### Metal layers overlaid, run 1

Bar = 20 um.
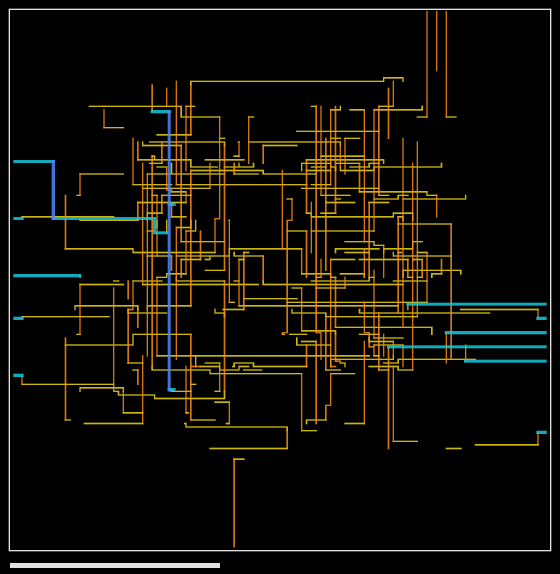
### Cells coloured by class, run 1

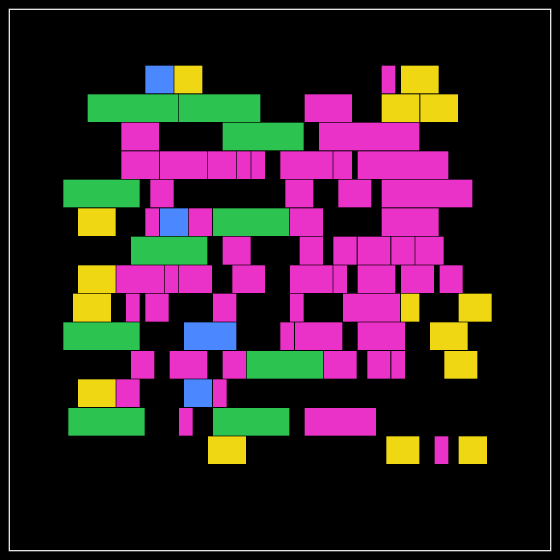
### Clock distribution, run 1

Bar = 20 um.
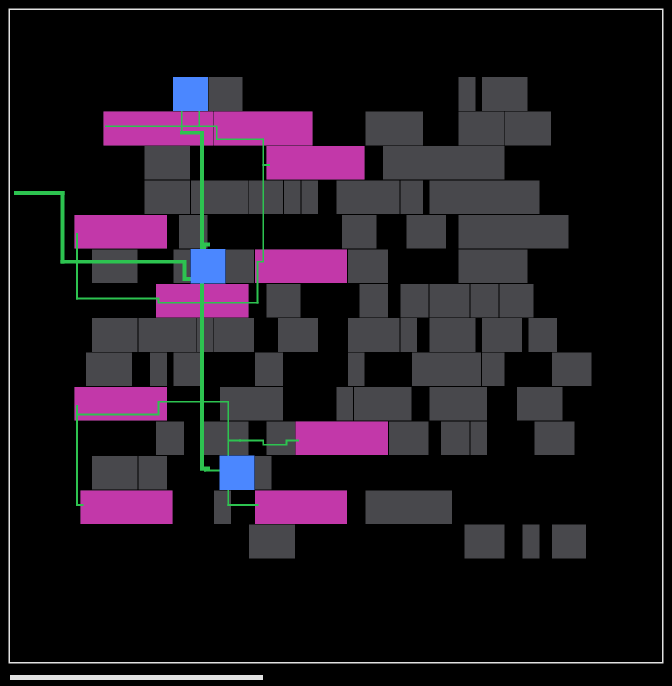
File: config.mk
export PLATFORM = sky130hd
export DESIGN_NAME = rr_sel_arbiter_flat
export DESIGN_NICKNAME = d
export VERILOG_FILES = /design/src/rtl/rr_sel_arbiter_pkg.sv /design/src/rtl/rr_sel_arbiter_if.sv /design/src/rtl/rr_sel_arbiter_pick.sv /design/src/rtl/rr_sel_arbiter.sv /design/src/flat_wrapper.sv
export SDC_FILE = /design/constraint.sdc
export NUM_CORES = 1
export LEC_CHECK = 0
export CORE_MARGIN = 5
export CORE_UTILIZATION = 36
export DETAILED_ROUTE_END_ITERATION = 12
export GPL_TIMING_DRIVEN = 0
export PLACE_DENSITY = 0.65
export SLEW_MARGIN = 20
export SYNTH_ARGS = -nofsm -noshare
export SYNTH_HDL_FRONTEND = slang
export SYNTH_SLANG_ARGS = --single-unit
File: constraint.sdc
create_clock -name clk -period 2 [get_ports clk]
set_input_delay 0.3 -clock clk [delete_from_list [all_inputs] [get_ports clk]]
set_output_delay 0.3 -clock clk [all_outputs]
set_load 0.02 [all_outputs]
File: src/rtl/rr_sel_arbiter_pkg.sv
// rr_sel_arbiter_pkg
// Shared constants, the FSM state type and a one-hot to index helper for the
// 4-channel round-robin select arbiter.
//   N_CH     : number of request channels (fixed at 4 to match the 4:1 mux)
//   SEL_W    : select width, log2(N_CH)
//   LAST_RST : reset value of the rotation pointer (3 -> channel 0 wins first)
package rr_sel_arbiter_pkg;

  localparam int N_CH  = 4;
  localparam int SEL_W = 2;

  typedef enum logic {
    IDLE  = 1'b0,
    GRANT = 1'b1
  } state_e;

  localparam logic [SEL_W-1:0] LAST_RST = 2'd3;

  // OR-reduction form: no priority chain, exact for a one-hot input and
  // returns 0 for an all-zero input.
  function automatic logic [SEL_W-1:0] onehot_to_idx(input logic [N_CH-1:0] oh);
    logic [SEL_W-1:0] idx;
    idx = '0;
    for (int i = 0; i < N_CH; i++) begin
      if (oh[i]) idx = idx | SEL_W'(i);
    end
    return idx;
  endfunction

endpackage

File: src/rtl/rr_sel_arbiter_if.sv
// rr_sel_arbiter_if
// Request/grant bundle between the requesters and the arbiter.
//   req       : per-channel request, level-sensitive (requester -> arbiter)
//   gnt       : one-hot grant, registered (arbiter -> requesters)
//   sel       : binary index of the granted channel, drives the mux S input
//   sel_valid : high while a grant is active
//   preempt   : one-cycle pulse when a grant is forcibly revoked
// Handshake: req[i] is the channel's "valid" and stays high for as long as the
// channel wants the mux; gnt[i] is the "ready/accept" and is held while req[i]
// stays high. Dropping req[i] while granted is the release; the grant moves on
// at the next rising edge.
// Modports: master = requester side, slave = arbiter side.
interface rr_sel_arbiter_if;
  import rr_sel_arbiter_pkg::*;

  logic [N_CH-1:0]  req;
  logic [N_CH-1:0]  gnt;
  logic [SEL_W-1:0] sel;
  logic             sel_valid;
  logic             preempt;

  modport master (
    output req,
    input  gnt,
    input  sel,
    input  sel_valid,
    input  preempt
  );

  modport slave (
    input  req,
    output gnt,
    output sel,
    output sel_valid,
    output preempt
  );

endinterface

File: src/rtl/rr_sel_arbiter_pick.sv
// rr_pick
// Combinational rotated priority search. Candidates are examined in the order
// last+1, last+2, last+3, last (mod 4); the first one with its req bit set wins.
//   req_i   : request vector
//   last_i  : index of the most recently served channel (searched last)
//   found_o : at least one request is set
//   idx_o   : winning channel index (0 when found_o is low)
module rr_pick
  import rr_sel_arbiter_pkg::*;
(
  input  logic [N_CH-1:0]  req_i,
  input  logic [SEL_W-1:0] last_i,
  output logic             found_o,
  output logic [SEL_W-1:0] idx_o
);

  logic [SEL_W-1:0] cand;
  logic             hit;

  always_comb begin
    cand    = '0;
    hit     = 1'b0;
    idx_o   = '0;
    for (int i = 1; i <= N_CH; i++) begin
      // SEL_W-bit addition wraps modulo N_CH; i == N_CH lands back on last_i.
      cand = last_i + SEL_W'(i);
      if (!hit && req_i[cand]) begin
        hit   = 1'b1;
        idx_o = cand;
      end
    end
    found_o = hit;
  end

endmodule

File: src/rtl/rr_sel_arbiter.sv
// rr_sel_arbiter
// 4-channel round-robin arbiter producing the one-hot grant and 2-bit select
// for a downstream 4:1 mux. All outputs are registered.
//   clk     : system clock, rising-edge
//   rst     : synchronous, active-high reset
//   bus     : rr_sel_arbiter_if.slave (req in; gnt, sel, sel_valid, preempt out)
//   state_o : current FSM state (IDLE/GRANT), for observation
// Optional feature macro: ARB_TIMEOUT_EN. When defined, a grant held for
// MAX_HOLD cycles while another channel requests is revoked (preempt pulses).
// When undefined, grants are held until released and preempt is tied low.
module rr_sel_arbiter
  import rr_sel_arbiter_pkg::*;
#(
  parameter int MAX_HOLD = 8
) (
  input  logic              clk,
  input  logic              rst,
  rr_sel_arbiter_if.slave   bus,
  output state_e            state_o
);

  state_e           state_q;
  logic [N_CH-1:0]  gnt_q;
  logic [SEL_W-1:0] sel_q;
  logic             sel_valid_q;
  logic             preempt_q;
  logic [SEL_W-1:0] last_q;

  logic [SEL_W-1:0] owner_idx;
  logic             owner_release;
  logic             force_rearb;
  logic             rearb;
  logic [SEL_W-1:0] pick_last;
  logic             found;
  logic [SEL_W-1:0] win_idx;
  logic [N_CH-1:0]  win_oh;

  assign owner_idx     = onehot_to_idx(gnt_q);
  assign owner_release = (state_q == GRANT) && !bus.req[owner_idx];

`ifdef ARB_TIMEOUT_EN
  logic [7:0] hold_cnt_q;
  logic       others_req;

  assign others_req  = |(bus.req & ~gnt_q);
  assign force_rearb = (state_q == GRANT) && (hold_cnt_q == 8'(MAX_HOLD - 1)) &&
                       others_req;

  // Clears on every new grant, counts GRANT cycles, saturates at MAX_HOLD-1
  // so a lone owner keeps the grant without wrapping.
  always_ff @(posedge clk) begin
    if (rst) begin
      hold_cnt_q <= '0;
    end else if (found && ((state_q == IDLE) || rearb)) begin
      hold_cnt_q <= '0;
    end else if ((state_q == GRANT) && (hold_cnt_q != 8'(MAX_HOLD - 1))) begin
      hold_cnt_q <= hold_cnt_q + 8'd1;
    end
  end
`else
  localparam int UNUSED_MAX_HOLD = MAX_HOLD;
  assign force_rearb = 1'b0;
`endif

  assign rearb = owner_release || force_rearb;

  // On release/preempt the outgoing owner becomes the new "last" in the same
  // cycle, so it is searched last and the grant can hand over without a bubble.
  assign pick_last = rearb ? owner_idx : last_q;
  assign win_oh    = N_CH'(1) << win_idx;

  rr_pick u_pick (
    .req_i   (bus.req),
    .last_i  (pick_last),
    .found_o (found),
    .idx_o   (win_idx)
  );

  always_ff @(posedge clk) begin
    if (rst) begin
      state_q     <= IDLE;
      gnt_q       <= '0;
      sel_q       <= '0;
      sel_valid_q <= 1'b0;
      preempt_q   <= 1'b0;
      last_q      <= LAST_RST;
    end else begin
      case (state_q)
        IDLE: begin
          preempt_q <= 1'b0;
          if (found) begin
            state_q     <= GRANT;
            gnt_q       <= win_oh;
            sel_q       <= win_idx;
            sel_valid_q <= 1'b1;
          end
        end
        GRANT: begin
          if (rearb) begin
            last_q    <= owner_idx;
            // A voluntary release is never reported as a preemption.
            preempt_q <= !owner_release;
            if (found) begin
              gnt_q <= win_oh;
              sel_q <= win_idx;
            end else begin
              state_q     <= IDLE;
              gnt_q       <= '0;
              sel_valid_q <= 1'b0;
            end
          end else begin
            preempt_q <= 1'b0;
          end
        end
        default: begin
          state_q     <= IDLE;
          gnt_q       <= '0;
          sel_valid_q <= 1'b0;
          preempt_q   <= 1'b0;
        end
      endcase
    end
  end

  assign bus.gnt       = gnt_q;
  assign bus.sel       = sel_q;
  assign bus.sel_valid = sel_valid_q;
  assign bus.preempt   = preempt_q;
  assign state_o       = state_q;

endmodule

File: src/flat_wrapper.sv
// flat-port wrapper written by rule: the top's interface ports become plain ports
module rr_sel_arbiter_flat import rr_sel_arbiter_pkg::*;
#(
  parameter int MAX_HOLD = 8
)
  (clk, rst, state_o, bus_req, bus_gnt, bus_sel, bus_sel_valid, bus_preempt);
  rr_sel_arbiter_if bus_i ();
  input  logic clk;
  input  logic rst;
  output state_e state_o;
  input wire logic [$bits(bus_i.req)-1:0] bus_req;
  output wire logic [$bits(bus_i.gnt)-1:0] bus_gnt;
  output wire logic [$bits(bus_i.sel)-1:0] bus_sel;
  output wire logic [$bits(bus_i.sel_valid)-1:0] bus_sel_valid;
  output wire logic [$bits(bus_i.preempt)-1:0] bus_preempt;
  assign bus_i.req = bus_req;
  assign bus_gnt = bus_i.gnt;
  assign bus_sel = bus_i.sel;
  assign bus_sel_valid = bus_i.sel_valid;
  assign bus_preempt = bus_i.preempt;
  rr_sel_arbiter #(.MAX_HOLD(MAX_HOLD)) u_core (.clk(clk), .rst(rst), .bus(bus_i), .state_o(state_o));
endmodule
==> flow_metrics.env, run 1 <==
# flow metrics
export IMPL_outcome="complete, but fails checks"
export IMPL_ff2ff_setup_slack_ns=-0.02
export IMPL_die_y_um=51.5
export IMPL_tool_warnings=28
export IMPL_synth_area_um2=621
export IMPL_grt_first_pass_wirelength_um=2450
export IMPL_mi_logic_area_um2=463
export IMPL_cts_tree="built"
export IMPL_p_comb_w=0.000372
export IMPL_setup_ws_ns=-0.0162
export IMPL_switchingPower_w=0.000306
export IMPL_dominant_cells="multi-input combinational cells"
export IMPL_critPathCaptureType="flop"
export IMPL_max_stage_delay_ns=0.41
export IMPL_yosysTopAreaCell="dfxtp_1"
export IMPL_cts_resized=10
export IMPL_n_fill_cell=164
export IMPL_netlist_instances=65
export IMPL_p_total_w=0.000837
export IMPL_edf_count=0
export IMPL_clock_area_share_pct=4.17
export IMPL_final_max_slew_viol_count=0
export IMPL_ys_seq_elements=10
export IMPL_vias_per_cell=5.78
export IMPL_hold_worst_slack_ns=0.494
export IMPL_min_period_over_period_pct=101
export IMPL_violations="setup timing"
export IMPL_firstDrtPassIters=4
export IMPL_hold_violations=0
export IMPL_post_dp_hpwl_um=1070
export IMPL_period_needed_ns=2.02
export IMPL_setup_viol=2
export IMPL_clk_pin_slew_ns=0.07
export IMPL_ant_nets=0
export IMPL_leakagePower_nw=0.334
export IMPL_grt_use_met3_pct=3.15
Notes on 'Metal layers overlaid' above:
[met4] blue | wire length: 32.0 um
[met2] orange | wire length: 679 um
[met3] cyan | wire length: 72.7 um
[met1] yellow | wire length: 720 um
vias post-DR: 578
WL/cell: 15.0 um
Detailed Route WL: 1500 um
GR Util All Layers: 12.4%

Notes on 'Cells coloured by class' above:
[flip-flops] green | cells: 10 | share of their area: 24%
[clock drivers and dummy loads] blue | cells: 4 | share of their area: 4.3%
[other buffers and delay cells] yellow | cells: 15 | share of their area: 16%
[all other logic] magenta | cells: 54 | share of their area: 55%
flop share of the area: 23.7%
fin util: 51.6%

Notes on 'Clock distribution' above:
[flip-flops] magenta | count: 10
[clock wires] green | length: 145 um
[cells driving clock nets] blue | count: 3
routed clock nets: 4
Clk. pwr: 0.000184 W
clock power share: 22.0%
Max Clock Skew: 0.00159 ns
Clock Latency Late Sink: 0.27 ns

### PDN straps and rails, run 1

Pins as bars on the die edge. Tap cells in grey.
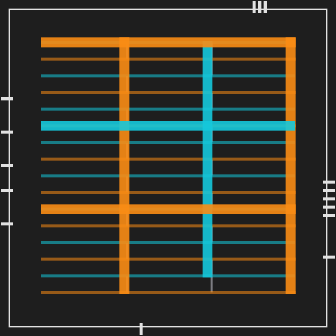

==> run 2, diff against run 1 <==
--- a/config.mk
+++ b/config.mk
@@ -6,10 +6,10 @@
 export NUM_CORES = 1
 export LEC_CHECK = 0
 export CORE_MARGIN = 5
-export CORE_UTILIZATION = 36
+export CORE_UTILIZATION = 42
 export DETAILED_ROUTE_END_ITERATION = 12
 export GPL_TIMING_DRIVEN = 0
-export PLACE_DENSITY = 0.65
+export PLACE_DENSITY = 0.73
 export SLEW_MARGIN = 20
 export SYNTH_ARGS = -nofsm -noshare
 export SYNTH_HDL_FRONTEND = slang
### PDN straps and rails, run 2

Pins as bars on the die edge. Tap cells in grey.
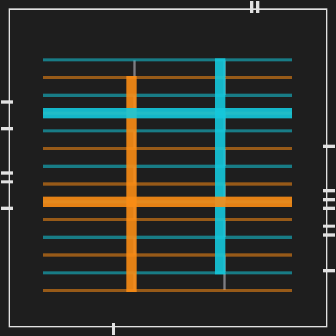
[VDD] cyan
[VSS] orange
rows: 13
met1 rails: 14
IR drop worst, VDD: 0.499 mV
die height: 48.4 um

==> flow_metrics.env, run 2 <==
# flow metrics
export IMPL_hold_violations=0
export IMPL_setup_viol=0
export IMPL_wl_um=1470
export IMPL_yosysTopAreaCell="dfxtp_1"
export IMPL_min_period_over_period_pct=99.2
export IMPL_edf_count=0
export IMPL_firstDrtPassIters=4
export IMPL_post_dp_hpwl_um=1040
export IMPL_mi_logic_area_um2=472
export IMPL_seq_share_pct=23.4
export IMPL_max_stage_delay_ns=0.41
export IMPL_cts_resized=11
export IMPL_p_total_w=0.000848
export IMPL_period_needed_ns=1.98
export IMPL_cts_tree="built"
export IMPL_arrival_ns=2.15
export IMPL_track_usage_pct=12.9
export IMPL_vias=562
export IMPL_outcome="completed"
export IMPL_switchingPower_w=0.000310
export IMPL_critPathCaptureType="flop"
export IMPL_ant_nets=0
export IMPL_cpMaxStageDelayCell="a2111o_1"
export IMPL_vias_per_cell=5.73
export IMPL_p_int_w=0.000538
export IMPL_grt_first_pass_wirelength_um=2440
export IMPL_hold_worst_slack_ns=0.496
export IMPL_p_comb_w=0.000381
export IMPL_leakagePower_nw=0.334
export IMPL_ys_seq_elements=10
export IMPL_ys_sh_simple_pct=36.9
export IMPL_n_fill_cell=118
export IMPL_wl_per_cell_um=15.0
export IMPL_netlist_instances=65
### Clock distribution, run 2

Bar = 10 um.
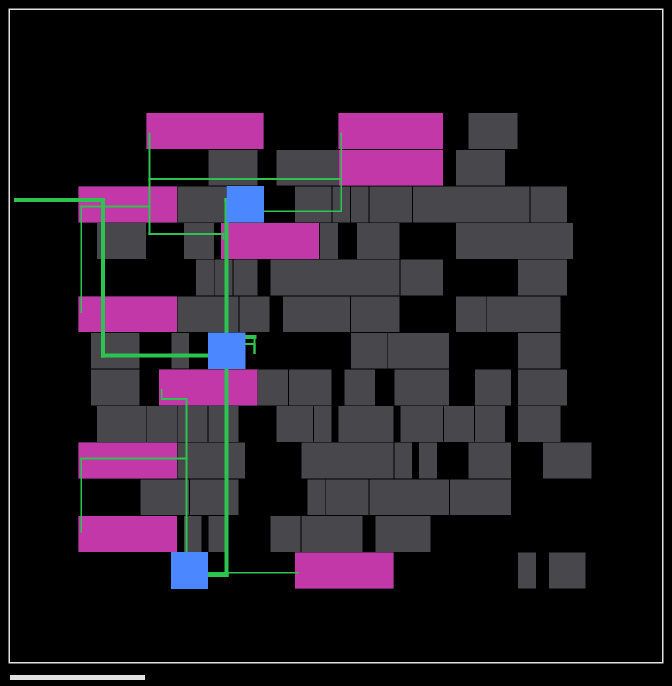
[clock wires] green | length: 158 um
[flip-flops] magenta | count: 10
[cells driving clock nets] blue | count: 3
routed clock nets: 4
Max Clock Skew: 0.00664 ns
clock power share: 21.9%

### Cells coloured by class, run 2

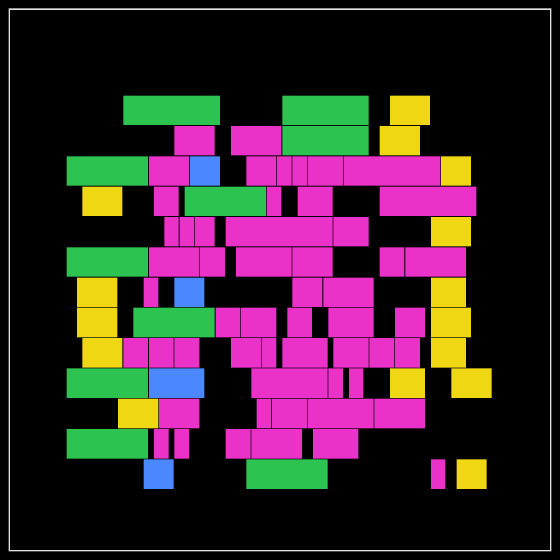

==> run 3, diff against run 2 <==
--- a/config.mk
+++ b/config.mk
@@ -5,11 +5,11 @@
 export SDC_FILE = /design/constraint.sdc
 export NUM_CORES = 1
 export LEC_CHECK = 0
-export CORE_MARGIN = 5
-export CORE_UTILIZATION = 42
+export CORE_AREA = 5 5 42 44
 export DETAILED_ROUTE_END_ITERATION = 12
+export DIE_AREA = 0 0 47 49
 export GPL_TIMING_DRIVEN = 0
-export PLACE_DENSITY = 0.73
+export PLACE_DENSITY = 0.77
 export SLEW_MARGIN = 20
 export SYNTH_ARGS = -nofsm -noshare
 export SYNTH_HDL_FRONTEND = slang
==> constraint.sdc (replaced) <==
create_clock -name clk -period 2.5 [get_ports clk]
set_input_delay 0.375 -clock clk [delete_from_list [all_inputs] [get_ports clk]]
set_output_delay 0.375 -clock clk [all_outputs]
set_load 0.02 [all_outputs]
### Cells coloured by class, run 3

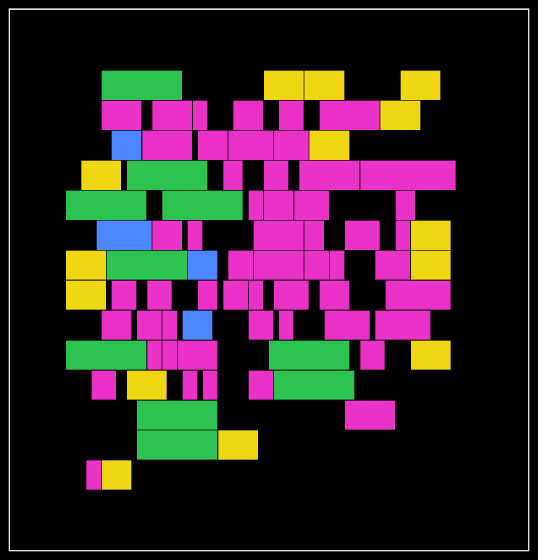
[flip-flops] green | cells: 10 | share of their area: 25%
[clock drivers and dummy loads] blue | cells: 4 | share of their area: 4.6%
[all other logic] magenta | cells: 54 | share of their area: 53%
[other buffers and delay cells] yellow | cells: 14 | share of their area: 17%
Final Cell Area: 813 um2
fin util: 58.0%
flop share of the area: 24.6%
area of the core: 1400 um2
floorplan row count: 14

### PDN straps and rails, run 3

Pins as bars on the die edge. Tap cells in grey.
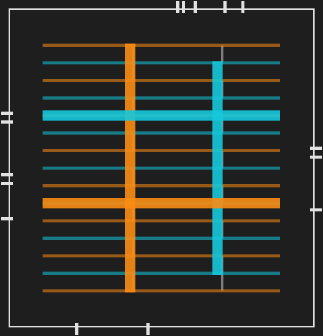
[VDD] cyan
[VSS] orange
rows: 14
tap cells: 16
met5 straps: 2
met1 rails: 15
met4 straps: 2
die width: 47 um
die height: 49 um
IR drop worst, VDD: 0.403 mV

==> flow_metrics.env, run 3 <==
# flow metrics
export IMPL_vias_per_cell=5.70
export IMPL_period_needed_ns=2.40
export IMPL_dominant_cells="multi-input combinational cells"
export IMPL_hold_violations=0
export IMPL_post_dp_hpwl_um=1030
export IMPL_max_stage_delay_ns=0.50
export IMPL_mi_logic_area_um2=412
export IMPL_cts_resized=0
export IMPL_tool_warnings=26
export IMPL_p_total_w=0.000618
export IMPL_ys_seq_elements=10
export IMPL_n_fill_cell=140
export IMPL_outcome="completed"
export IMPL_pwr_share_clk_pct=22.8
export IMPL_min_period_over_period_pct=96.0
export IMPL_clk_power_w=0.000141
export IMPL_hold_worst_slack_ns=0.483
export IMPL_p_comb_w=0.000257
export IMPL_grt_first_pass_wirelength_um=2240
export IMPL_vias=559
export IMPL_wl_per_cell_um=13.4
export IMPL_track_usage_pct=13.1
export IMPL_clock_area_share_pct=4.46
export IMPL_yosysTopAreaCell="dfxtp_1"
export IMPL_grt_use_met3_pct=5.17
export IMPL_final_max_slew_viol_count=0
export IMPL_wl_um=1310
export IMPL_switchingPower_w=0.000215
export IMPL_netlist_instances=65
export IMPL_ff2ff_setup_slack_ns=0.27
export IMPL_firstDrtPassIters=4
export IMPL_clk_latency_ns=0.26
export IMPL_critPathCaptureType="flop"
export IMPL_setup_viol=0
export IMPL_setup_ws_ns=0.101
export IMPL_ant_nets=0
Power and IR drop assume default switching activity.
